`src/rtl/pipe_defs.sv`:
```
// Shared pipeline definitions.
// Holds the reset PC, the bubble encoding, the fetch-stage state encoding and
// the jumpType codes that the control unit and the MEM stage agree on.
package pipe_defs;

    localparam logic [31:0] RESET_PC = 32'h0000_0000;
    localparam logic [31:0] NOP_INST = 32'h0000_0000;

    // Fetch-stage sequencing: one boot cycle after reset, then run forever.
    typedef enum logic {
        BOOT = 1'b0,
        RUN  = 1'b1
    } ifState_e;

    // Redirect kinds resolved in MEM; the fetch stage only sees the taken flag.
    typedef enum logic [1:0] {
        JT_NONE   = 2'd0,
        JT_BRANCH = 2'd1,
        JT_JUMP   = 2'd2,
        JT_JREG   = 2'd3
    } jumpType_e;

endpackage

```
`src/rtl/pipe_ifid_reg.sv`:
```
// Generic pipeline register carrying an instruction word, its pc+4 and a
// valid flag. Used between IF and ID, and later between ID and EX.
// Ports:
//   clk        rising-edge clock
//   rst        synchronous active-high reset (bubble with pc4 cleared)
//   en_i       load inst_i/pc4_i and mark the slot valid
//   bubble_i   load NOP_INST, clear valid, keep pc4 (wins over en_i)
//   inst_i     incoming instruction word
//   pc4_i      incoming pc+4
//   inst_o     registered instruction
//   pc4_o      registered pc+4
//   valid_o    slot holds a real instruction
module pipe_ifid_reg
    import pipe_defs::*;
#(
    parameter logic [31:0] NOP_INST = pipe_defs::NOP_INST
) (
    input  logic        clk,
    input  logic        rst,
    input  logic        en_i,
    input  logic        bubble_i,
    input  logic [31:0] inst_i,
    input  logic [31:0] pc4_i,
    output logic [31:0] inst_o,
    output logic [31:0] pc4_o,
    output logic        valid_o
);

    logic [31:0] instQ;
    logic [31:0] pc4Q;
    logic        validQ;

    // A bubble must override a normal load so a squash always turns the slot
    // into a harmless no-op; pc4 is left alone because nothing downstream
    // consumes it while valid is low.
    always_ff @(posedge clk) begin
        if (rst) begin
            instQ  <= NOP_INST;
            pc4Q   <= 32'd0;
            validQ <= 1'b0;
        end else if (bubble_i) begin
            instQ  <= NOP_INST;
            validQ <= 1'b0;
        end else if (en_i) begin
            instQ  <= inst_i;
            pc4Q   <= pc4_i;
            validQ <= 1'b1;
        end
    end

    assign inst_o  = instQ;
    assign pc4_o   = pc4Q;
    assign valid_o = validQ;

endmodule

```
`src/rtl/pipe_if_stage.sv`:
```
// Instruction-fetch stage with its IF/ID register.
// Owns the PC, drives the instruction-memory address straight from the PC
// register, honours the control unit's stall enables and applies MEM-stage
// redirects by squashing the wrong-path slot.
// Ports:
//   clk, rst     clock and synchronous active-high reset
//   IFwip        PC write enable (0 = load stall)
//   IDwir        IF/ID write enable (0 = hold)
//   IFwillJump   MEM-stage redirect taken
//   MEMtarget    redirect target
//   imem_addr    instruction memory address (registered pc)
//   imem_data    instruction word read combinationally at imem_addr
//   IDinst/IDpc4/IDvalid   IF/ID contents
//   fetch_cnt    saturating count of instructions accepted into IF/ID
//   squash_cnt   saturating count of valid slots squashed by a redirect
module pipe_if_stage #(
    parameter logic [31:0] RESET_PC = pipe_defs::RESET_PC,
    parameter logic [31:0] NOP_INST = pipe_defs::NOP_INST,
    parameter int          CNT_W    = 32
) (
    input  logic             clk,
    input  logic             rst,
    input  logic             IFwip,
    input  logic             IDwir,
    input  logic             IFwillJump,
    input  logic [31:0]      MEMtarget,
    output logic [31:0]      imem_addr,
    input  logic [31:0]      imem_data,
    output logic [31:0]      IDinst,
    output logic [31:0]      IDpc4,
    output logic             IDvalid,
    output logic [CNT_W-1:0] fetch_cnt,
    output logic [CNT_W-1:0] squash_cnt
);
    import pipe_defs::*;

    ifState_e         state_q, state_d;
    logic [31:0]      pc_q, pc_d;
    logic [31:0]      pcPlus4;
    logic             ifidEn;
    logic             ifidBubble;
    logic             fetchInc;
    logic             squashInc;
    logic [CNT_W-1:0] fetch_q;
    logic [CNT_W-1:0] squash_q;

    // Wraps modulo 2^32 naturally at 32'hFFFF_FFFC.
    assign pcPlus4 = pc_q + 32'd4;

    // State, PC and counter registers. Reset beats everything, including a
    // redirect that happens to be pending in the same cycle.
    always_ff @(posedge clk) begin
        if (rst) begin
            state_q  <= BOOT;
            pc_q     <= RESET_PC;
            fetch_q  <= '0;
            squash_q <= '0;
        end else begin
            state_q <= state_d;
            pc_q    <= pc_d;
            if (fetchInc && (fetch_q != '1)) begin
                fetch_q <= fetch_q + 1'b1;
            end
            if (squashInc && (squash_q != '1)) begin
                squash_q <= squash_q + 1'b1;
            end
        end
    end

    // Next-PC mux and IF/ID control. BOOT spends one cycle holding the reset
    // PC while IF/ID takes a bubble, ignoring any redirect. In RUN a redirect
    // outranks both stall enables; otherwise PC and IF/ID each follow their
    // own enable, so a lone IDwir=1 still accepts the word at the held PC.
    always_comb begin
        state_d    = state_q;
        pc_d       = pc_q;
        ifidEn     = 1'b0;
        ifidBubble = 1'b0;
        fetchInc   = 1'b0;
        squashInc  = 1'b0;
        case (state_q)
            BOOT: begin
                ifidBubble = 1'b1;
                state_d    = RUN;
            end
            RUN: begin
                if (IFwillJump) begin
                    pc_d       = MEMtarget;
                    ifidBubble = 1'b1;
                    squashInc  = IDvalid;
                end else begin
                    if (IFwip) begin
                        pc_d = pcPlus4;
                    end
                    if (IDwir) begin
                        ifidEn   = 1'b1;
                        fetchInc = 1'b1;
                    end
                end
            end
            default: begin
                state_d = BOOT;
            end
        endcase
    end

    pipe_ifid_reg #(
        .NOP_INST(NOP_INST)
    ) uIfId (
        .clk     (clk),
        .rst     (rst),
        .en_i    (ifidEn),
        .bubble_i(ifidBubble),
        .inst_i  (imem_data),
        .pc4_i   (pcPlus4),
        .inst_o  (IDinst),
        .pc4_o   (IDpc4),
        .valid_o (IDvalid)
    );

    assign imem_addr  = pc_q;
    assign fetch_cnt  = fetch_q;
    assign squash_cnt = squash_q;

endmodule
```
`config.mk`:
```
export PLATFORM = sky130hd
export DESIGN_NAME = pipe_if_stage
export DESIGN_NICKNAME = d
export VERILOG_FILES = /design/src/rtl/pipe_defs.sv /design/src/rtl/pipe_ifid_reg.sv /design/src/rtl/pipe_if_stage.sv
export SDC_FILE = /design/constraint.sdc
export NUM_CORES = 1
export LEC_CHECK = 0
export ABC_CLOCK_PERIOD_IN_PS = 1950
export CAP_MARGIN = 20
export CORE_MARGIN = 4
export CORE_UTILIZATION = 44
export CTS_CLUSTER_DIAMETER = 40
export DETAILED_ROUTE_END_ITERATION = 8
export HOLD_SLACK_MARGIN = 0.05
export PLACE_DENSITY = 0.77
export SLEW_MARGIN = 20
export SYNTH_ARGS = -nofsm -noshare
export SYNTH_HDL_FRONTEND = slang
export SYNTH_HIERARCHICAL = 1
export SYNTH_SLANG_ARGS = --single-unit
```
`constraint.sdc`:
```
create_clock -name clk -period 1.95 [get_ports clk]
set_input_delay 0.4875 -clock clk [delete_from_list [all_inputs] [get_ports clk]]
set_output_delay 0.4875 -clock clk [all_outputs]
set_load 0.02 [all_outputs]
```
==> run_1/metal_density.png <==
The die is cut into 29 by 29 equal tiles; white is low, dark blue is high, scaled to the fullest tile. Values are wire area over tile area, all layers added.
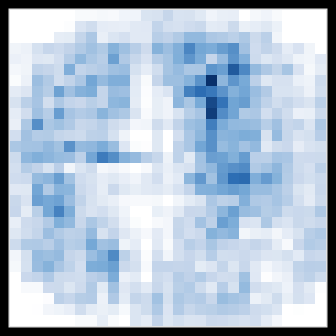
8.6% of the tiles are nearly empty. 7.7% of the tiles are over half the peak. The mean over all tiles is 0.20. The fullest tile reaches 0.80.
Total GRT Usage: 23.1%
DRT Wirelength: 26,300 um
wire per inst: 17.1 um

==> run_1/detail.png <==
Bar = 5 um. Window x 100 to 120, y 100 to 120 um. Cells in grey, sequential cells in the stronger grey; small squares are vias.
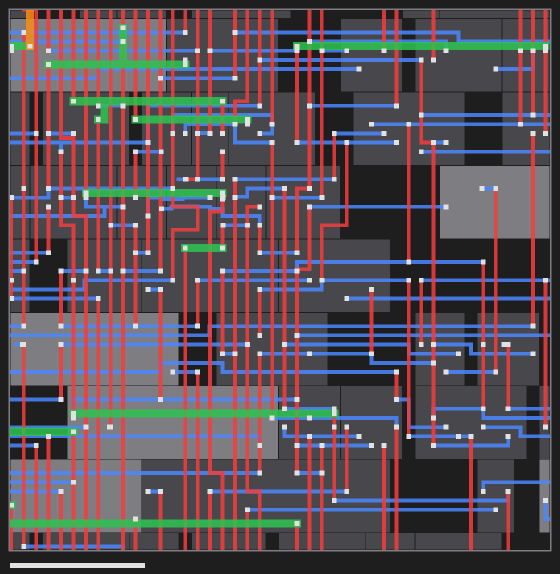
metal 4: drawn in orange. metal 1: drawn in blue. metal 2: drawn in red. metal 3: drawn in green.
Most frequent: nand4bb_1 (5), dfxtp_1 (4). 29 logic cells have their middle in the window. Netlist names of flops here include imem_addr (3), uIfId/pc4_o (2). Sequential cells in the window: 5.

==> flow_summary.ini, run 1 <==
; physical design summary
[sta]
final-setup-viol-count = 2
worst_slack_ns = -0.0372
hold_viol = 0
fin_worst_skew_ns = 0.0123
final.min_clock_period_ns = 1.99

[global_routing]
grt_max_degree = 67
first_global_vias = 8349
gr-total-overflow = 0
grt_pass1_wl_um = 41600

[placed_design]
dpl.hpwl_um = 18200

[cts]
cts-buffers-inserted = 17
htree_levels = 4
clkTransAtPathRegs_ns = 0.07

[synthesis]
netlist_area_sq_um = 8390
seq_area_frac_synth_pct = 38.6
ys_warn_count = 6
synthTopCellsByArea = dfxtp_1, mux2i_1, nand4bb_1, nor2_1, xnor2_1

[power]
pwr_density_cell_nw_per_um2 = 579
p_total_mw = 7.31

[setup_path]
worst_r2r_endpoint = imem_addr[24]
startpoint = imem_addr[2]
path_cells = ha_4 -> nand3_4 -> or4_4 -> buf_6 -> nor4_4 -> mux2i_1 -> a21oi_1
reg2reg_depth = 7
r2r-start = imem_addr[2]
critPathArrivalTime_ns = 2.28
critPathMaxFanout = 5

[finish]
diodes = 0
drive_above_1_share_pct = 22.1

[floorplanning]
chipArea_sq_um = 21300
fp.dieW_um = 146
fp_util_pct = 44.9

[run_status]
violations = negative setup slack
status = finished with violations

[worst_hold_path]
hp-class = reg -> reg
worstHoldEndpoint = uIfId/pc4_o[4]

[drt]
drtPass1Iterations = 8
==> run_1/wires.png <==
Bar = 50 um. Two of the layers only.
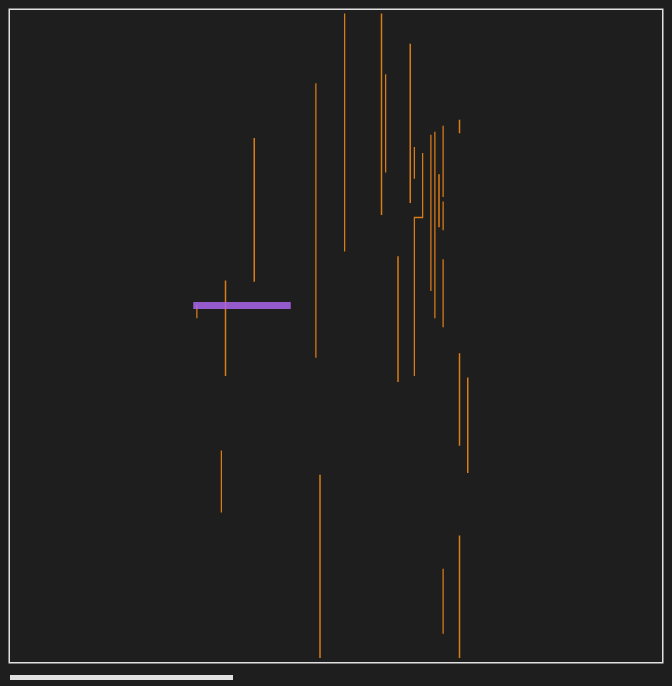
metal 5: drawn in purple, wire length 20.2 um. metal 4: drawn in orange, wire length 623 um.
total number of vias: 8,624

[run 1: cell usage after synthesis (15+ instances only)]
cell	count
dfxtp_1	162
nor2_1	90
a21oi_1	63
nand2_1	61
clkbuf_1	40
nand2b_1	38
o21ai_0	38
xnor2_1	37
mux2i_1	36
nand3_1	36
nand4bb_1	32
o21ai_1	30
nand4_1	27
or4_1	23
o31ai_1	19
or3_1	17
and3_1	16
and4_1	16
xor2_1	16
a31oi_1	15
[run 1: report_power, final]
| part | internal [mW] | switching, mW |
|---|---|---|
| combinational | 0.400 | 0.395 |
| sequential | 3.35 | 0.0442 |
| clock | 1.67 | 1.45 |
| total | 5.42 | 1.89 |
[run 1: flip-flops by register name (all words and copies together), names as in the netlist]
| register | flops |
|---|---|
| uIfId/valid_o | 1 |
| squash_cnt | 32 |
| imem_addr | 32 |
| state_q | 1 |
| uIfId/inst_o | 32 |
| fetch_cnt | 32 |
| uIfId/pc4_o | 32 |
[run 1: routing by layer]
metal | global-route usage [%] | up-vias | routed length, um
met5 | 0 | - | 20
met4 | 7.67 | 2 | 622
met3 | 4.62 | 53 | 1620
met2 | 39.1 | 322 | 12700
met1 | 29.7 | 4054 | 11300
li1 | - | 4193 | -
[run 1: metrics by stage]
stage                     cell area [sq um]  hold WS [ns]  setup TNS, ns
after floorplan                        8470         0.450        -0.0506
after global placement                11700         0.452         -11.39
after detailed placement              11700         0.454         -13.20
after CTS                             12200         0.465              0
after global routing                  12600         0.480         -0.896
final                                 12600         0.463        -0.0392
[run 1: layout make-up]
class                           count  area, sq um
Sequential cell                   162         3310
Clock buffer                       18          439
Tap cell                          234          293
Timing Repair Buffer              383         3540
Multi-Input combinational cell    714         4890
Inverter                           11         41.3
Clock inverter                     14          103
Fill cell                        1511         6090
[run 1: timing repair]
item | in CTS | in global routing
resized | 76 | 77
cloned | 0 | 3
setup endpoints to repair | 79 | 53
setup buffers | 3 | 15
pin swaps | 3 | 24
hold buffers | 0 | 0
[run 1: worst max-delay path by stage]
stage                           end  slack [ns]  cells past startpoint
floorplan           uIfId/pc4_o[20]       -0.03                      9
global placement      fetch_cnt[22]       -0.39                      9
detailed placement    fetch_cnt[22]       -0.41                      9
CTS                  squash_cnt[31]       0.002                      1
global route          imem_addr[24]       -0.13                      7
finish                imem_addr[24]       -0.04                      7
[run 1: cells by family after synthesis]
group | share of synthesized area, %
simple gates | 29.1
compound gates | 15.7
flops | 38.6
buf+inv | 6.04
xor+xnor | 5.53
mux | 4.56
fa+ha+maj | 0.447
[run 1: critical path: cells and delay by family (launching register included)]
family	cells	cell delay, ns
mux	1	0.22
flops	1	0.38
compound gates	1	0.08
simple gates	3	0.87
buf+inv	1	0.16
fa+ha+maj	1	0.15
==> run 2: changes to the inputs <==
- CAP_MARGIN: 20 -> unset
- CTS_CLUSTER_DIAMETER: 40 -> 50
==> run_2/detail.png <==
Bar = 5 um. Window x 100 to 120, y 100 to 120 um. Cells in grey, sequential cells in the stronger grey; small squares are vias.
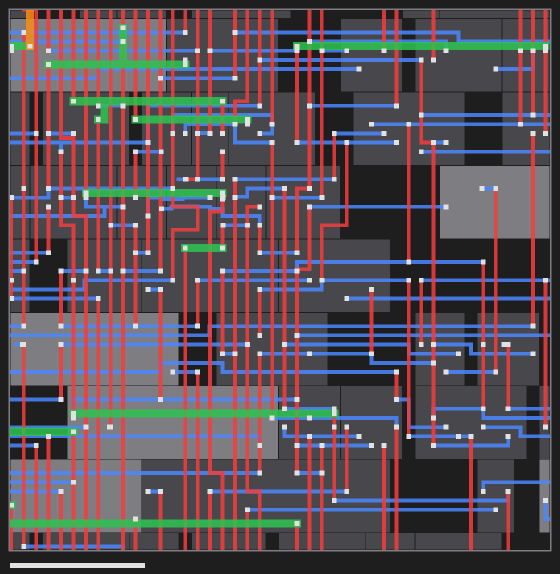
metal 4: drawn in orange. metal 3: drawn in green. metal 1: drawn in blue. metal 2: drawn in red.
29 logic cells have their middle in the window. Most frequent: nand4bb_1 (5), dfxtp_1 (4). Sequential cells in the window: 5. Netlist names of flops here include imem_addr (3), uIfId/pc4_o (2).

==> run 2 against run 1 <==
Effect of this change:
- the run still ends with negative setup slack left
- die size stayed put
- synthesized cell count stayed put
- maximum frequency stayed put
- combinational power hardly changed
- sequential cell count stayed put
- clock skew stayed put
- power stayed put
- hold slack stayed put
- cell count stayed put
- non-clock buffer count stayed put
- first-iteration DRC count stayed put
- cell area stayed put
==> flow_summary.ini, run 2 <==
; physical design summary
[run_status]
status = finished with violations
violations = negative setup slack

[power]
power_frac_seq_pct = 46.4
power_frac_comb_pct = 10.9
pwr-share-clk_pct = 42.7
p_sw_share_pct = 25.8
pwr_density_cell_nw_per_um2 = 579
p_total_mw = 7.31
switching_power_mw = 1.89

[global_routing]
grt_max_degree = 67
first_global_vias = 8349
grt_pass1_wl_um = 41600
gr-usage-all-layers_pct = 23.1

[synthesis]
ys_warn_count = 6
synth.top_cells.by_count = dfxtp_1, nor2_1, a21oi_1
largest_area_cell = dfxtp_1
top_cell = dfxtp_1
synthTopCellsByArea = dfxtp_1, mux2i_1, nand4bb_1, nor2_1, xnor2_1

[setup_path]
critPathArrivalTime_ns = 2.28
critPathMaxFanout = 5

[finish]
drive_above_1_share_pct = 22.1
final_area_sq_um = 12600

[floorplanning]
core_sq_um = 18700
chipArea_sq_um = 21300
fp.dieW_um = 146
fp_util_pct = 44.9

[cts]
cts-buffers-inserted = 17
postCtsHoldBufs = 0
htree_levels = 4
clkTransAtPathRegs_ns = 0.07

[sta]
worst_slack_ns = -0.0372
final.min_clock_period_ns = 1.99
hold_viol = 0
fin_worst_skew_ns = 0.0123
final-setup-viol-count = 2

[drt]
drtPass1Iterations = 8
wl_met3_um = 1620
vias = 8624
post_drt_wl_per_cell_um = 17.1
routed_wl_um = 26300
top_layer_used = met5
wl_met2_um = 12700

[placed_design]
dpl-instance-area_sq_um = 11700

[worst_hold_path]
hp-class = reg -> reg
==> run_2/congestion.png <==
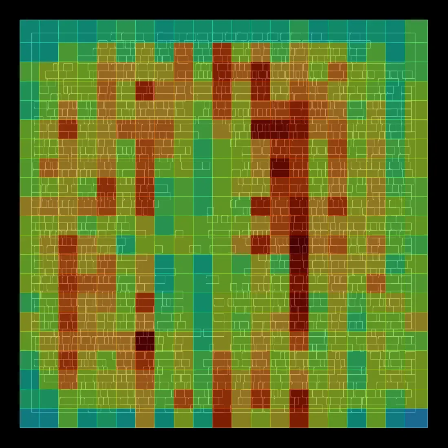
Layout Utilization: 67.4%
met1 GRT Util: 29.7%

==> run 2: cell counts after synthesis <==
Identical to the previous run, type by type.
==> run 2: what timing repair did <==
| action | CTS | global route |
|---|---|---|
| gates resized | 76 | 77 |
| setup buffers | 3 | 15 |
| endpoints found under the setup margin | 79 | 53 |
| pin swaps | 3 | 24 |
| cloned | 0 | 3 |
==> run 2: final cells by class <==
| cell class | count | area [sq um] |
|---|---|---|
| Timing Repair Buffer | 383 | 3540 |
| Inverter | 11 | 41.3 |
| Fill cell | 1511 | 6090 |
| Multi-Input combinational cell | 714 | 4890 |
| Clock inverter | 14 | 103 |
| Sequential cell | 162 | 3310 |
| Tap cell | 234 | 293 |
| Clock buffer | 18 | 439 |
==> run 2: metal layers <==
metal	GRT usage (%)	up-vias
li1	-	4193
met1	29.7	4054
met2	39.1	322
met3	4.62	53
met4	7.67	2
met5	0	-
==> run 2: path summary, 6_finish.rpt <==
kind | start | end | slack [ns] | cells after the start
max | imem_addr[2] | imem_addr[24] | -0.04 | 7
min | uIfId/pc4_o[4] | uIfId/pc4_o[4] | 0.46 | 2
max reg2reg | imem_addr[2] | imem_addr[24] | -0.04 | 7
min reg2reg | uIfId/pc4_o[4] | uIfId/pc4_o[4] | 0.46 | 2
==> run 2: stage by stage <==
| step | std cells | setup slack [ns] | setup TNS, ns | hold WS, ns |
|---|---|---|---|---|
| 2_1_floorplan | 963 | -0.0273 | -0.0506 | 0.450 |
| 3_3_place_gp | 1483 | -0.391 | -11.39 | 0.452 |
| 3_5_place_dp | 1483 | -0.410 | -13.20 | 0.454 |
| 4_1_cts | 1518 | 0.00208 | 0 | 0.465 |
| 5_1_grt | 1536 | -0.134 | -0.896 | 0.480 |
| 6_report | 1536 | -0.0372 | -0.0392 | 0.463 |
==> run 2: cells by family (layout without fill, tap and decap cells) <==
group	Yosys count	after routing	share of synthesized area [%]
buffers and inverters	88	426	6.04
flip-flops	162	162	38.6
AND/OR/NAND/NOR	407	408	29.1
AND-OR/OR-AND	212	212	15.7
XOR/XNOR	53	53	5.53
adder cells (fa/ha/maj)	3	3	0.447
multiplexers	38	38	4.56
==> run 2: power by group through the flow <==
stage / Clock [mW] / Combinational [mW] / Sequential [mW]
2_1_floorplan: 0 / 0.343 / 3.53
3_3_place_gp: 0 / 0.784 / 3.47
3_5_place_dp: 0 / 0.794 / 3.47
4_1_cts: 3.18 / 0.779 / 3.40
5_1_grt: 3.32 / 0.848 / 3.40
6_report: 3.12 / 0.795 / 3.39
==> run 2: critical path, stage by stage (launching register included) <==
cell and delay [ns]:
dfxtp_4 0.38, ha_4 0.15, nand3_4 0.08, or4_4 0.50
buf_6 0.16, nor4_4 0.29, mux2i_1 0.22, a21oi_1 0.08
==> run 3: changes to the inputs <==
- CORE_UTILIZATION: 44 -> 58
- DONT_BUFFER_PORTS: unset -> 1
- PLACE_DENSITY: 0.77 -> 0.76
==> run_3/wires.png <==
Bar = 50 um. Two of the layers only.
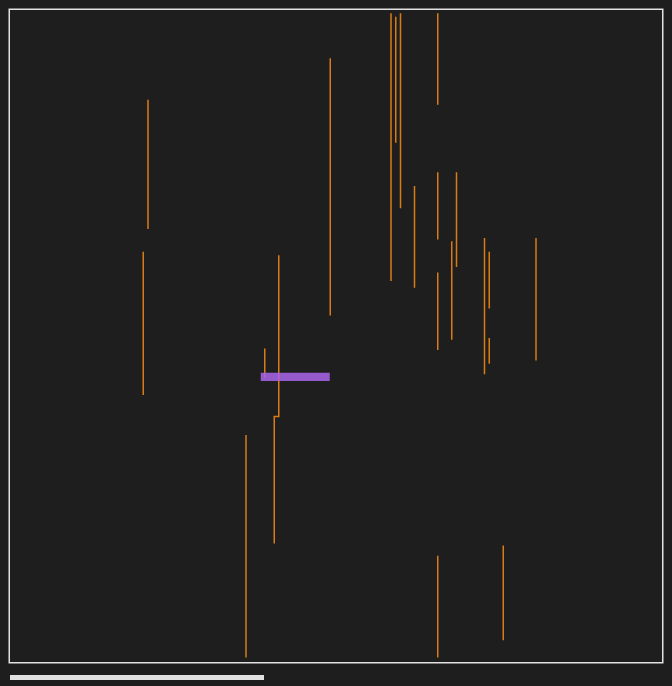
metal 5: drawn in purple, wire length 12.0 um. metal 4: drawn in orange, wire length 531 um.
Total GRT Usage: 27.6%
total number of vias: 7,767
wire per inst: 18.7 um

==> run 3 against run 2 <==
Effect of this change:
- critical path depth unchanged
- sequential power about the same
- area after synthesis unchanged
- sequential cell count unchanged
- the run still ends with negative setup slack left
- sequential share of layout area up 6.0 points
- highest routed layer unchanged
- hold slack worse by 0.31 ns
- cell area down 19%
- combinational power down about 40%
==> flow_summary.ini, run 3 <==
; physical design summary
[run_status]
status = finished with violations
violations = negative setup slack

[placed_design]
dpl.hpwl_um = 16400

[worst_hold_path]
hp-class = in -> reg

[setup_path]
crit_slowest_cell = nor4_4
critPathMaxFanout = 7
crit_family = simple AND/OR/NAND/NOR gates

[sta]
final-setup-viol-count = 1
worst_slack_ns = -0.0390

[finish]
diodes = 0
final_area_sq_um = 10200
n_fill_cell = 1065

[floorplanning]
fp_util_pct = 59.8
chipArea_sq_um = 16500

[synthesis]
synth.top_cells.by_count = dfxtp_1, nor2_1, a21oi_1
top_cell = dfxtp_1
ys_warn_count = 6

[drt]
drtPass1Iterations = 5

[global_routing]
grt_max_degree = 156

[cts]
htree_levels = 4
==> run_3/metal_density.png <==
The die is cut into 26 by 26 equal tiles; white is low, dark blue is high, scaled to the fullest tile. Values are wire area over tile area, all layers added.
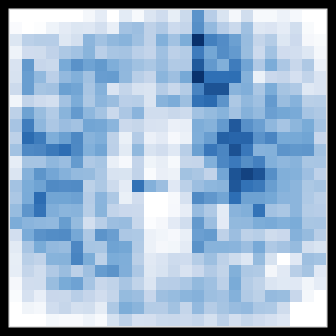
The fullest tile reaches 0.70. 4.3% of the tiles are nearly empty. The mean over all tiles is 0.24. 19% of the tiles are over half the peak. The densest ninth of the die: middle right.
DRT Wirelength: 23,500 um

[run 3: cell count changes in the layout (fill, tap and decap cells not counted), sizes merged, moves of 2 or more]
cell / change
clkdlybuf4s50: -141
dlygate4sd2: -73
dlymetal6s2s: -13
buf: +10
inv: -5
clkinv: -2
[run 3: cells by family after synthesis]
| logic type | after synthesis | share of synthesized area [%] |
|---|---|---|
| and+or+nand+nor | 407 | 29.1 |
| AOI/OAI and AO/OA | 212 | 15.7 |
| DFF | 162 | 38.6 |
| buffers and inverters | 88 | 6.04 |
| xor gates and xnor gates | 53 | 5.53 |
| muxes | 38 | 4.56 |
| adders and majority gates | 3 | 0.447 |
[run 3: cell type report]
cell class / count / area (sq um) / share of cell area [%]
sequential: 162 / 3300 / 32.2
timing repair buffer: 164 / 1300 / 12.7
clock inverter: 9 / 85.1 / 0.832
tap: 180 / 225 / 2.20
inverter: 11 / 41.3 / 0.404
multi-input combinational: 713 / 4810 / 47.1
clock buffer: 19 / 464 / 4.54
[run 3: final timing paths]
kind	from	end	slack, ns	depth (start not counted)
setup reg to reg	fetch_cnt[8]	fetch_cnt[26]	-0.04	7
setup / recovery	fetch_cnt[8]	fetch_cnt[26]	-0.04	7
hold / removal	rst	imem_addr[24]	0.15	1
hold reg to reg	squash_cnt[1]	squash_cnt[1]	0.50	2
[run 3: power breakdown]
group / switching, mW / total, mW / internal, mW / leakage, nW
clock: 1.31 / 3.15 / 1.83 / 0.264
sequential: 0.0503 / 3.40 / 3.35 / 1.33
combinational: 0.268 / 0.478 / 0.210 / 2.11
total: 1.63 / 7.03 / 5.40 / 3.70
[run 3: stage by stage]
stage               utilization, %  power (mW)  setup slack [ns]  hold WS, ns  setup TNS [ns]
floorplan                        -        3.88           -0.0273        0.450         -0.0506
global placement              67.1        3.94            0.0468        0.469               0
detailed placement            67.1        3.95           -0.0257        0.475         -0.0746
CTS                           71.2        7.08           0.00166        0.132               0
global route                  72.8        7.25            -0.129        0.133           -1.02
finish                        72.8        7.03           -0.0390        0.150         -0.0390
[run 3: per-layer routing]
metal / global-route usage [%] / vias to the layer above / wire length, um
li1: - / 3733 / -
met1: 33.5 / 3658 / 9340
met2: 45.8 / 329 / 11400
met3: 8.96 / 45 / 2230
met4: 9.61 / 2 / 531
met5: 0 / - / 11
[run 3: what timing repair did]
action,CTS,global route
cloned,0,1
pin swaps,2,21
endpoints found under the hold margin,0,0
setup buffers,0,12
gates resized,7,39
hold buffers,0,0
setup endpoints to repair,4,41
Power figures rest on the tool's default switching activity, not on a simulated workload.
